**config.mk**
```make
export PLATFORM = sky130hd
export DESIGN_NAME = shared_timer_arb
export DESIGN_NICKNAME = d
export VERILOG_FILES = /design/src/rtl/shared_timer_pkg.sv /design/src/rtl/shared_timer_arb_rr_arbiter.sv /design/src/rtl/shared_timer_arb.sv
export SDC_FILE = /design/constraint.sdc
export NUM_CORES = 1
export LEC_CHECK = 0
export ABC_CLOCK_PERIOD_IN_PS = 5500
export CAP_MARGIN = 0
export CORE_MARGIN = 5
export CORE_UTILIZATION = 51
export DETAILED_ROUTE_END_ITERATION = 16
export PLACE_DENSITY = 0.94
export SYNTH_ARGS = -nofsm -noshare
export SYNTH_HDL_FRONTEND = slang
export SYNTH_SLANG_ARGS = --single-unit
```
**constraint.sdc**
```tcl
create_clock -name clk -period 5.5 [get_ports clk]
set_input_delay 0.55 -clock clk [delete_from_list [all_inputs] [get_ports clk]]
set_output_delay 0.55 -clock clk [all_outputs]
set_load 0.01 [all_outputs]
```
**src/rtl/shared_timer_pkg.sv**
```systemverilog
// Shared constants for the shared interval timer and its round-robin arbiter.
package shared_timer_pkg;

    localparam logic [1:0] ST_IDLE = 2'd0;
    localparam logic [1:0] ST_RUN  = 2'd1;
    localparam logic [1:0] ST_DONE = 2'd2;

    localparam int NREQ_MAX = 8;
    // Pointer is sized for the largest supported requester count.
    localparam int PTR_W    = $clog2(NREQ_MAX);

endpackage

```
**src/rtl/shared_timer_arb_rr_arbiter.sv**
```systemverilog
// Combinational round-robin pick: first set request at or after ptr, wrapping.
module rr_arbiter
    import shared_timer_pkg::*;
#(
    parameter int NREQ = 4
) (
    input  logic [NREQ-1:0]  req,
    input  logic [PTR_W-1:0] ptr,
    output logic [NREQ-1:0]  grant_next
);

    logic [NREQ-1:0] w_rot;
    logic [NREQ-1:0] w_pick;

    // Rotate so ptr sits at bit 0, isolate the lowest set bit, rotate back.
    assign w_rot      = NREQ'({req, req} >> ptr);
    assign w_pick     = w_rot & (-w_rot);
    assign grant_next = NREQ'(({w_pick, w_pick} << ptr) >> NREQ);

endmodule

```
**src/rtl/shared_timer_arb.sv**
```systemverilog
// One interval counter shared by NREQ requesters through a round-robin grant.
// Define SHARED_TIMER_ABORT_EN to end a run early when the owner drops req.
module shared_timer_arb
    import shared_timer_pkg::*;
#(
    parameter int NREQ  = 4,
    parameter int WIDTH = 8
) (
    input  logic                  clk,
    input  logic                  rst_n,
    input  logic                  tick,
    input  logic [NREQ-1:0]       req,
    input  logic [NREQ*WIDTH-1:0] dur,
    output logic [NREQ-1:0]       grant,
    output logic [NREQ-1:0]       done,
    output logic                  busy,
    output logic [WIDTH-1:0]      count
);

    logic [1:0]       r_state, w_state_next;
    logic [NREQ-1:0]  r_grant, w_grant_next;
    logic [NREQ-1:0]  r_done, w_done_next;
    logic             r_busy, w_busy_next;
    logic [WIDTH-1:0] r_count, w_count_next;
    logic [WIDTH-1:0] r_dur_q, w_dur_q_next;
    logic [PTR_W-1:0] r_ptr, w_ptr_next;

    logic [NREQ-1:0]  w_arb_grant;
    logic [WIDTH-1:0] w_dur_arr [NREQ];
    logic [WIDTH-1:0] w_dur_sel;
    logic [PTR_W-1:0] w_owner;
    logic [PTR_W-1:0] w_ptr_adv;
    logic             w_abort;
    logic             w_complete;

    rr_arbiter #(.NREQ(NREQ)) u_arb (
        .req        (req),
        .ptr        (r_ptr),
        .grant_next (w_arb_grant)
    );

    genvar gi;
    generate
        for (gi = 0; gi < NREQ; gi++) begin : g_dur
            assign w_dur_arr[gi] = dur[gi*WIDTH +: WIDTH];
        end
    endgenerate

    always_comb begin
        w_dur_sel = '0;
        w_owner   = '0;
        for (int i = 0; i < NREQ; i++) begin
            if (w_arb_grant[i]) w_dur_sel = w_dur_arr[i];
            if (r_grant[i])     w_owner   = PTR_W'(i);
        end
    end

    assign w_ptr_adv  = (w_owner == PTR_W'(NREQ - 1)) ? '0 : w_owner + PTR_W'(1);
    assign w_complete = (r_state == ST_RUN) && tick && (r_count >= r_dur_q);

`ifdef SHARED_TIMER_ABORT_EN
    assign w_abort = (r_state == ST_RUN) && ((r_grant & req) == '0);
`else
    assign w_abort = 1'b0;
`endif

    always_ff @(posedge clk or negedge rst_n) begin
        if (!rst_n) begin
            r_state <= ST_IDLE;
            r_grant <= '0;
            r_done  <= '0;
            r_busy  <= 1'b0;
            r_count <= '0;
            r_dur_q <= '0;
            r_ptr   <= '0;
        end else begin
            r_state <= w_state_next;
            r_grant <= w_grant_next;
            r_done  <= w_done_next;
            r_busy  <= w_busy_next;
            r_count <= w_count_next;
            r_dur_q <= w_dur_q_next;
            r_ptr   <= w_ptr_next;
        end
    end

    always_comb begin
        w_state_next = r_state;
        case (r_state)
            ST_IDLE: if (req != '0) w_state_next = ST_RUN;
            ST_RUN: begin
                if (w_abort)         w_state_next = ST_IDLE;
                else if (w_complete) w_state_next = ST_DONE;
            end
            ST_DONE: w_state_next = ST_IDLE;
            default: w_state_next = ST_IDLE;
        endcase
    end

    // Outputs are registered, so this block computes their values for the next cycle.
    always_comb begin
        w_grant_next = r_grant;
        w_done_next  = '0;
        w_busy_next  = r_busy;
        w_count_next = r_count;
        w_dur_q_next = r_dur_q;
        w_ptr_next   = r_ptr;
        case (r_state)
            ST_IDLE: begin
                if (req != '0) begin
                    w_grant_next = w_arb_grant;
                    w_dur_q_next = w_dur_sel;
                    w_count_next = '0;
                    w_busy_next  = 1'b1;
                end
            end
            ST_RUN: begin
                if (w_abort) begin
                    w_grant_next = '0;
                    w_count_next = '0;
                    w_busy_next  = 1'b0;
                    w_ptr_next   = w_ptr_adv;
                end else if (w_complete) begin
                    w_done_next  = r_grant;
                    w_grant_next = '0;
                    w_count_next = '0;
                    w_ptr_next   = w_ptr_adv;
                end else if (tick) begin
                    w_count_next = r_count + WIDTH'(1);
                end
            end
            ST_DONE: begin
                w_busy_next  = 1'b0;
                w_grant_next = '0;
                w_count_next = '0;
            end
            default: begin
                w_grant_next = '0;
                w_busy_next  = 1'b0;
                w_count_next = '0;
            end
        endcase
    end

    assign grant = r_grant;
    assign done  = r_done;
    assign busy  = r_busy;
    assign count = r_count;

endmodule
```
==> images/power_grid.png <==
Scale bar: 20 µm. Pins as bars on the die edge.
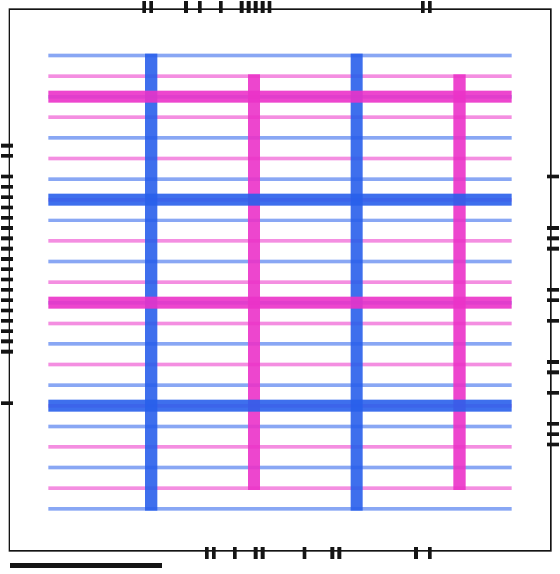
[blue] VSS
[magenta] VDD
met1 rails: 23
met4 straps: 4
signal pins: 56
rows: 22

==> impl_metrics.yaml <==
# yosys + openroad results
yosys:
  xor_share_pct: 0
  synth_top_area_share_pct: 37.9
  simple_gate_share_pct: 18.9
  ys_seq_share_pct: 37.9
  adder_share_pct: 6.53
  largest_area_cell: "dfrtp_1"
  ys_sh_mux_pct: 1.18
  synth.distinct_cells: 42
  synth.comb.largest_family: "AND-OR/OR-AND gates"
  syn_nets: 270
  synthFlopType: "dfrtp_1"
  synthArstFlopShare_pct: 100
routing:
  met1_length_um: 2030
  wl_um: 4860
  top_layer_used: "met4"
  wl_met3_um: 409
  ant_nets: 0
  wl_per_cell_um: 15.0
  drt_iter0_drc: 168
  vias: 1835
worst_setup_path:
  cpPeakStageDelay_ns: 0.57
  slowest_stage: "nor4_1"
  path_cells: "clkdlybuf4s50_1 > nor4_1 > nand2_1 > or2b_1 > nor2_2 > nor3_1"
  worst_setup_path_end_kind: "register"
  critPathBufInv: 1
  worstSetupPathType: "in2reg"
  startpoint: "req[2]"
  worstSetupStartpointType: "input port"
  cp_max_fo: 9
  required_ns: 5.71
  critPathCapture: "count[3]"
  cp.arrival_ns: 2.58
grt:
  track_usage_pct: 20.4
  grt_max_degree: 30
  grt-ovfl-total: 0
  antenna_found_initial: 0
  grt_pass1_wl_um: 8110
  grtUsageMet2_pct: 34.5
sta:
  max_freq_mhz: 421
  fin_tns_setup_ns: 0
  setup-violations-final: 0
  hold_violations: 0
  worst_clock_skew_ns: 0.00990
  finalCritPeriodShare_pct: 43.2
  fin_crit_ns: 2.37
power:
  seqPwrFrac_pct: 30.2
  p_leak_nw: 1.17
  maxPowerGroup: "combinational logic"
  ir_drop_v: 0.000217
  p_clk_share_pct: 20.8
  seq_power_mw: 0.345
  power-per-cell-area_nw_per_um2: 437
floorplan:
  core_area_um2: 3660
  core_util_floorplan_pct: 52.3
  num_rows: 22
  io_pins: 56
layout:
  drive_gt1_share_pct: 7.97
  comb_area_um2: 1040
  seq_area_um2: 726
  areaGrowthSynthToFinish_pct: 36.2
  lay_top_count: "clkdlybuf4s50_1"
  diodes: 0
job:
  maxCapViolations: 0
  warning_count: 26
cts:
  clk_pin_slew_ns: 0.07
  cts_buffers: 5
  cts_post_setup_buffers_inserted: 0
  ctsResizeCount: 0
  cts-hold-fix-buffers: 0
  tritoncts: "done"
  insertion_delay_ns: 0.30
hold_path:
  holdPathStages: 1
  min-delay-start: "grant[0]"
  hold_class: "reg2reg"
place:
  gp_congestion: 0.882
  portBuffers: 55
  dp_hpwl_um: 3760
outcome:
  status: "complete, no violations"
==> images/placement_by_type.png <==
Scale bar: 20 µm.
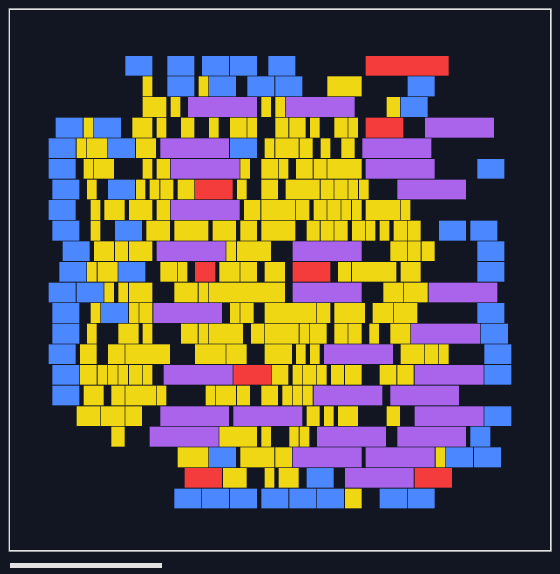
[purple] sequential cells | cells: 29 | share of their area: 28%
[blue] remaining buffers and delay cells | cells: 56 | share of their area: 22%
[red] clock drivers and dummy loads | cells: 8 | share of their area: 4.7%
[yellow] combinational and other logic | cells: 183 | share of their area: 45%

layout make-up:
class / count / area share, %
Multi-Input combinational cell: 154 / 39.7
Sequential cell: 29 / 27.8
Timing Repair Buffer: 56 / 21.4
Inverter: 29 / 4.17
Clock buffer: 6 / 3.17
Tap cell: 48 / 2.30
Clock inverter: 2 / 1.44
metrics by stage:
step / cell area [µm²] / util (%) / worst slack, ns / power (mW) / hold WS [ns]
after floorplan: 1920 / - / 3.48 / 0.717 / 0.254
after global placement: 2490 / 68.0 / 2.95 / 0.869 / 0.502
after detailed placement: 2490 / 68.0 / 2.87 / 0.902 / 0.507
after CTS: 2610 / 71.3 / 3.17 / 1.14 / 0.522
after global routing: 2610 / 71.3 / 2.97 / 1.22 / 0.550
final: 2610 / 71.3 / 3.13 / 1.14 / 0.515
No activity file was given, so power comes from the tool's default toggle rates.
